==> config.mk <==
export PLATFORM = sky130hd
export DESIGN_NAME = alu_step_sequencer
export DESIGN_NICKNAME = d
export VERILOG_FILES = /design/src/rtl/alu_step_sequencer.sv
export SDC_FILE = /design/constraint.sdc
export NUM_CORES = 1
export LEC_CHECK = 0
export ABC_AREA = 1
export CAP_MARGIN = 30
export CORE_MARGIN = 1
export CORE_UTILIZATION = 48
export CTS_BUF_LIST = sky130_fd_sc_hd__clkbuf_8 sky130_fd_sc_hd__clkbuf_16
export DETAILED_ROUTE_END_ITERATION = 10
export PLACE_DENSITY = 0.81
export SYNTH_ARGS = -nofsm -noshare
export SYNTH_HDL_FRONTEND = slang
export SYNTH_SLANG_ARGS = --single-unit
==> constraint.sdc <==
create_clock -name clock -period 1.6 [get_ports clock]
set_input_delay 0.32 -clock clock [delete_from_list [all_inputs] [get_ports clock]]
set_output_delay 0.32 -clock clock [all_outputs]
set_load 0.01 [all_outputs]
==> src/rtl/alu_step_sequencer.sv <==
// Six-step control sequencer for a single-bus ALU datapath (fetch, decode, operand, execute, store).
// Optional macro SEQ_MEM_WAIT_EN: hold T1 until mem_ready is seen high.
module alu_step_sequencer #(
    parameter int NUM_REGS = 16,
    parameter int IDX_W    = 4,
    parameter int ALU_W    = 5
) (
    input  logic                clock,
    input  logic                clear,
    input  logic                start,
    input  logic                unary,
    input  logic [ALU_W-1:0]    alu_op,
    input  logic [IDX_W-1:0]    src_a,
    input  logic [IDX_W-1:0]    src_b,
    input  logic [IDX_W-1:0]    dst,
    input  logic                mem_ready,
    output logic [NUM_REGS-1:0] reg_in,
    output logic [NUM_REGS-1:0] reg_out,
    output logic                pc_out,
    output logic                mar_in,
    output logic                inc_pc,
    output logic                pc_in,
    output logic                read,
    output logic                mdr_in,
    output logic                mdr_out,
    output logic                ir_in,
    output logic                y_in,
    output logic                z_in,
    output logic                zlow_out,
    output logic [ALU_W-1:0]    alu_control,
    output logic                busy,
    output logic                done
);

    typedef enum logic [2:0] {StIdle, StT0, StT1, StT2, StT3, StT4, StT5} state_e;

    typedef struct packed {
        logic pc_out;
        logic mar_in;
        logic inc_pc;
        logic pc_in;
        logic read;
        logic mdr_in;
        logic mdr_out;
        logic ir_in;
        logic y_in;
        logic z_in;
        logic zlow_out;
    } strobe_t;

    state_e               state_q, state_d;
    logic                 unary_q, unary_d;
    logic [ALU_W-1:0]     alu_op_q, alu_op_d;
    logic [IDX_W-1:0]     src_a_q, src_a_d;
    logic [IDX_W-1:0]     src_b_q, src_b_d;
    logic [IDX_W-1:0]     dst_q, dst_d;

    strobe_t              strb_q, strb_d;
    logic [NUM_REGS-1:0]  reg_in_q, reg_in_d;
    logic [NUM_REGS-1:0]  reg_out_q, reg_out_d;
    logic [ALU_W-1:0]     alu_ctl_q, alu_ctl_d;
    logic                 busy_q, busy_d;
    logic                 done_q, done_d;

    // Out-of-range indices match no bit, so they decode to all zeros.
    function automatic logic [NUM_REGS-1:0] decode(input logic [IDX_W-1:0] idx);
        logic [NUM_REGS-1:0] sel;
        sel = '0;
        for (int i = 0; i < NUM_REGS; i++) begin
            if (int'(idx) == i) sel[i] = 1'b1;
        end
        return sel;
    endfunction

`ifndef SEQ_MEM_WAIT_EN
    logic unused_mem_ready;
    assign unused_mem_ready = mem_ready;
`endif

    always_comb begin
        state_d  = state_q;
        unary_d  = unary_q;
        alu_op_d = alu_op_q;
        src_a_d  = src_a_q;
        src_b_d  = src_b_q;
        dst_d    = dst_q;
        case (state_q)
            StIdle, StT5: begin
                if (start) begin
                    state_d  = StT0;
                    unary_d  = unary;
                    alu_op_d = alu_op;
                    src_a_d  = src_a;
                    src_b_d  = src_b;
                    dst_d    = dst;
                end else begin
                    state_d = StIdle;
                end
            end
            StT0: state_d = StT1;
`ifdef SEQ_MEM_WAIT_EN
            StT1: state_d = mem_ready ? StT2 : StT1;
`else
            StT1: state_d = StT2;
`endif
            StT2: state_d = StT3;
            StT3: state_d = StT4;
            StT4: state_d = StT5;
            default: state_d = StIdle;
        endcase
    end

    // Outputs are decoded from the next state so the registered copy matches the current state.
    always_comb begin
        strb_d    = '0;
        reg_in_d  = '0;
        reg_out_d = '0;
        alu_ctl_d = '0;
        busy_d    = (state_d != StIdle);
        done_d    = 1'b0;
        case (state_d)
            StT0: begin
                strb_d.pc_out = 1'b1;
                strb_d.mar_in = 1'b1;
                strb_d.inc_pc = 1'b1;
                strb_d.z_in   = 1'b1;
            end
            StT1: begin
                strb_d.zlow_out = 1'b1;
                strb_d.pc_in    = 1'b1;
                strb_d.read     = 1'b1;
                strb_d.mdr_in   = 1'b1;
            end
            StT2: begin
                strb_d.mdr_out = 1'b1;
                strb_d.ir_in   = 1'b1;
            end
            StT3: begin
                reg_out_d   = decode(src_a_d);
                strb_d.y_in = 1'b1;
            end
            StT4: begin
                alu_ctl_d   = alu_op_d;
                strb_d.z_in = 1'b1;
                if (!unary_d) reg_out_d = decode(src_b_d);
            end
            StT5: begin
                strb_d.zlow_out = 1'b1;
                reg_in_d        = decode(dst_d);
                done_d          = 1'b1;
            end
            default: ;
        endcase
    end

    always_ff @(posedge clock or negedge clear) begin
        if (!clear) begin
            state_q   <= StIdle;
            unary_q   <= 1'b0;
            alu_op_q  <= '0;
            src_a_q   <= '0;
            src_b_q   <= '0;
            dst_q     <= '0;
            strb_q    <= '0;
            reg_in_q  <= '0;
            reg_out_q <= '0;
            alu_ctl_q <= '0;
            busy_q    <= 1'b0;
            done_q    <= 1'b0;
        end else begin
            state_q   <= state_d;
            unary_q   <= unary_d;
            alu_op_q  <= alu_op_d;
            src_a_q   <= src_a_d;
            src_b_q   <= src_b_d;
            dst_q     <= dst_d;
            strb_q    <= strb_d;
            reg_in_q  <= reg_in_d;
            reg_out_q <= reg_out_d;
            alu_ctl_q <= alu_ctl_d;
            busy_q    <= busy_d;
            done_q    <= done_d;
        end
    end

    assign reg_in      = reg_in_q;
    assign reg_out     = reg_out_q;
    assign pc_out      = strb_q.pc_out;
    assign mar_in      = strb_q.mar_in;
    assign inc_pc      = strb_q.inc_pc;
    assign pc_in       = strb_q.pc_in;
    assign read        = strb_q.read;
    assign mdr_in      = strb_q.mdr_in;
    assign mdr_out     = strb_q.mdr_out;
    assign ir_in       = strb_q.ir_in;
    assign y_in        = strb_q.y_in;
    assign z_in        = strb_q.z_in;
    assign zlow_out    = strb_q.zlow_out;
    assign alu_control = alu_ctl_q;
    assign busy        = busy_q;
    assign done        = done_q;

endmodule

Signal wires on met3:
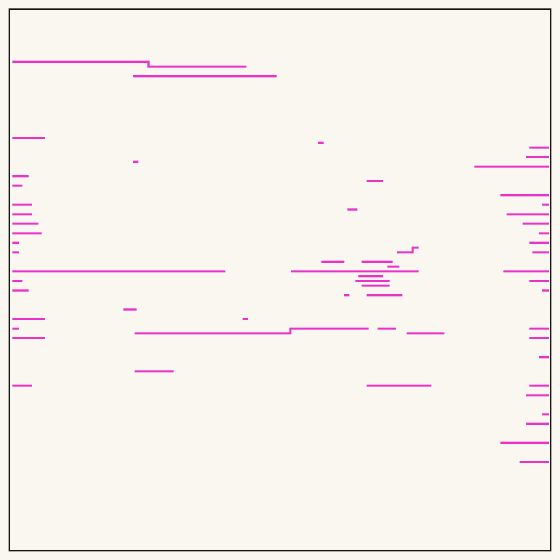
share of all routed wire = 5.3%
longest straight run = 30.1 µm
wire length on this layer = 302 µm
main direction = horizontal
via count: 2147
Routed WL: 5730 µm
met3 GRT Util: 5.95%

Signal wires by layer:
Scale bar: 20 µm. Only two layers are drawn.
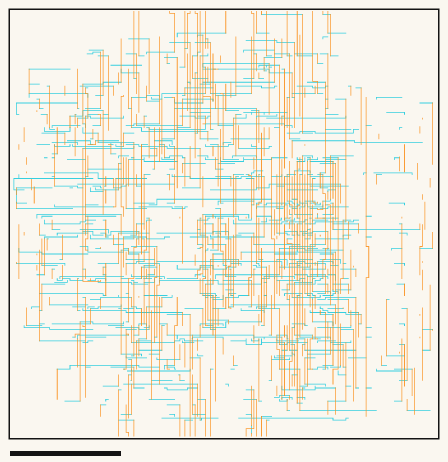
cyan -> M1  # wire length 2340 µm
orange -> M2  # wire length 2960 µm
Routed WL per cell: 13.0 µm
Total Routing Usage GR: 20.7%

The clock network:
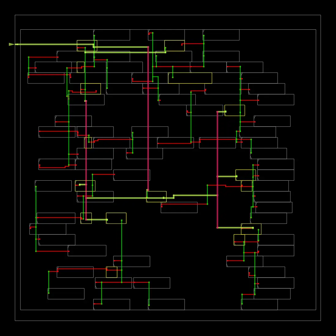
Sink Count: 66
registers: 66
Clk Latency, worst-skew pair: 0.34 ns
layout clock buffer count: 9
Power Clock: 1.34 mW

The metal 2 layer:
Scale bar: 20 µm.
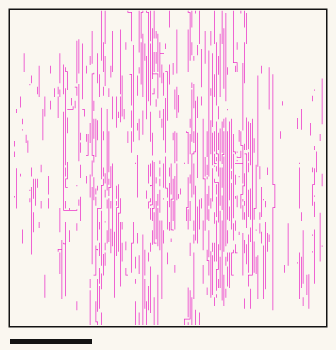
nets with wire on the layer = 321
wire length on this layer = 2960 µm
GR Layer Usage met2: 35.7%

Power grid:
Scale bar: 20 µm. Pins as bars on the die edge.
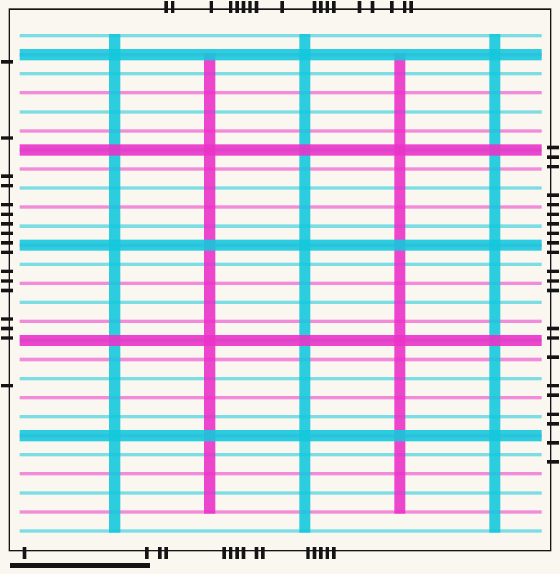
cyan -> VSS
magenta -> VDD
signal pins = 72
rows = 26

==> out/qor.csv <==
stage;metric;value;unit
status;outcome;finished, final reports clean;
timing;hold slack;0.481;ns
detailed_routing;max layer used;met4;
setup_path;Critical Path Start;mdr_in$_DFF_PN0_;
min_path;hold_sp;alu_op_q[2]$_DFF_PN0_;
timing;Hold Vio Cnt, Final;0;
synth;ys async rst share;100;%
placement;Port Buffer Count;70;
timing;RSZ-0062 raised after global routing;true;
final_layout;sequential share of cell area;43.0;%
clocking;post_cts resized;6;
final_layout;ant diodes;0;
synth;# Cells Yosys;279;
job;Max-Cap Viols;0;
global_routing;Global Route met1 Usage;23.8;%
final_layout;logic share of the area;23.3;%
setup_path;slowest CP cell;clkdlybuf4s50_1;
job;tool warnings;28;
power_and_ir_drop;sequential power share;35.8;%
setup_path;Crit path depth;1;
setup_path;peak per-stage delay on the critical path;0.54;ns
detailed_routing;routed wl met2;2960;µm
synth;Complex Gates by Area;4.53;%
placement;Final GP Congestion;0.822;
final_layout;most frequent logic cell in the layout;nand2_1;
setup_path;Req. time, crit path;1.28;ns
global_routing;grt total ovfl;0;
timing;max_slew headroom;77.6;%
clocking;htree depth;3;
final_layout;area grow syn2layout;42.0;%
power_and_ir_drop;Power Density;1670;nW/µm²
setup_path;R2R depth;8;
power_and_ir_drop;Final Power;6.43;mW
timing;Min Clock Period, post-route;1.57;ns
placement;Area after DPL;3520;µm²
detailed_routing;Post-route DRC;0;
detailed_routing;met3 WL;301;µm
floorplan;Die ar.;5950;µm²
power_and_ir_drop;IR drop worst, VDD;926;µV
synth;Post-synth EDFFs;0;
clocking;CTS Buf Count;9;
synth;Synth Seq Share;61.0;%
synth;syn avg cell area;9.70;µm²
final_layout;nonclk inv count;32;
floorplan;width of the die;77.1;µm
floorplan;CORE AREA;5270;µm²
floorplan;Init Core Util;51.4;%
setup_path;Reg2Reg Setup Slack;0.07;ns
final_layout;fill cell count;371;
No activity file was given, so power comes from the tool's default toggle rates.
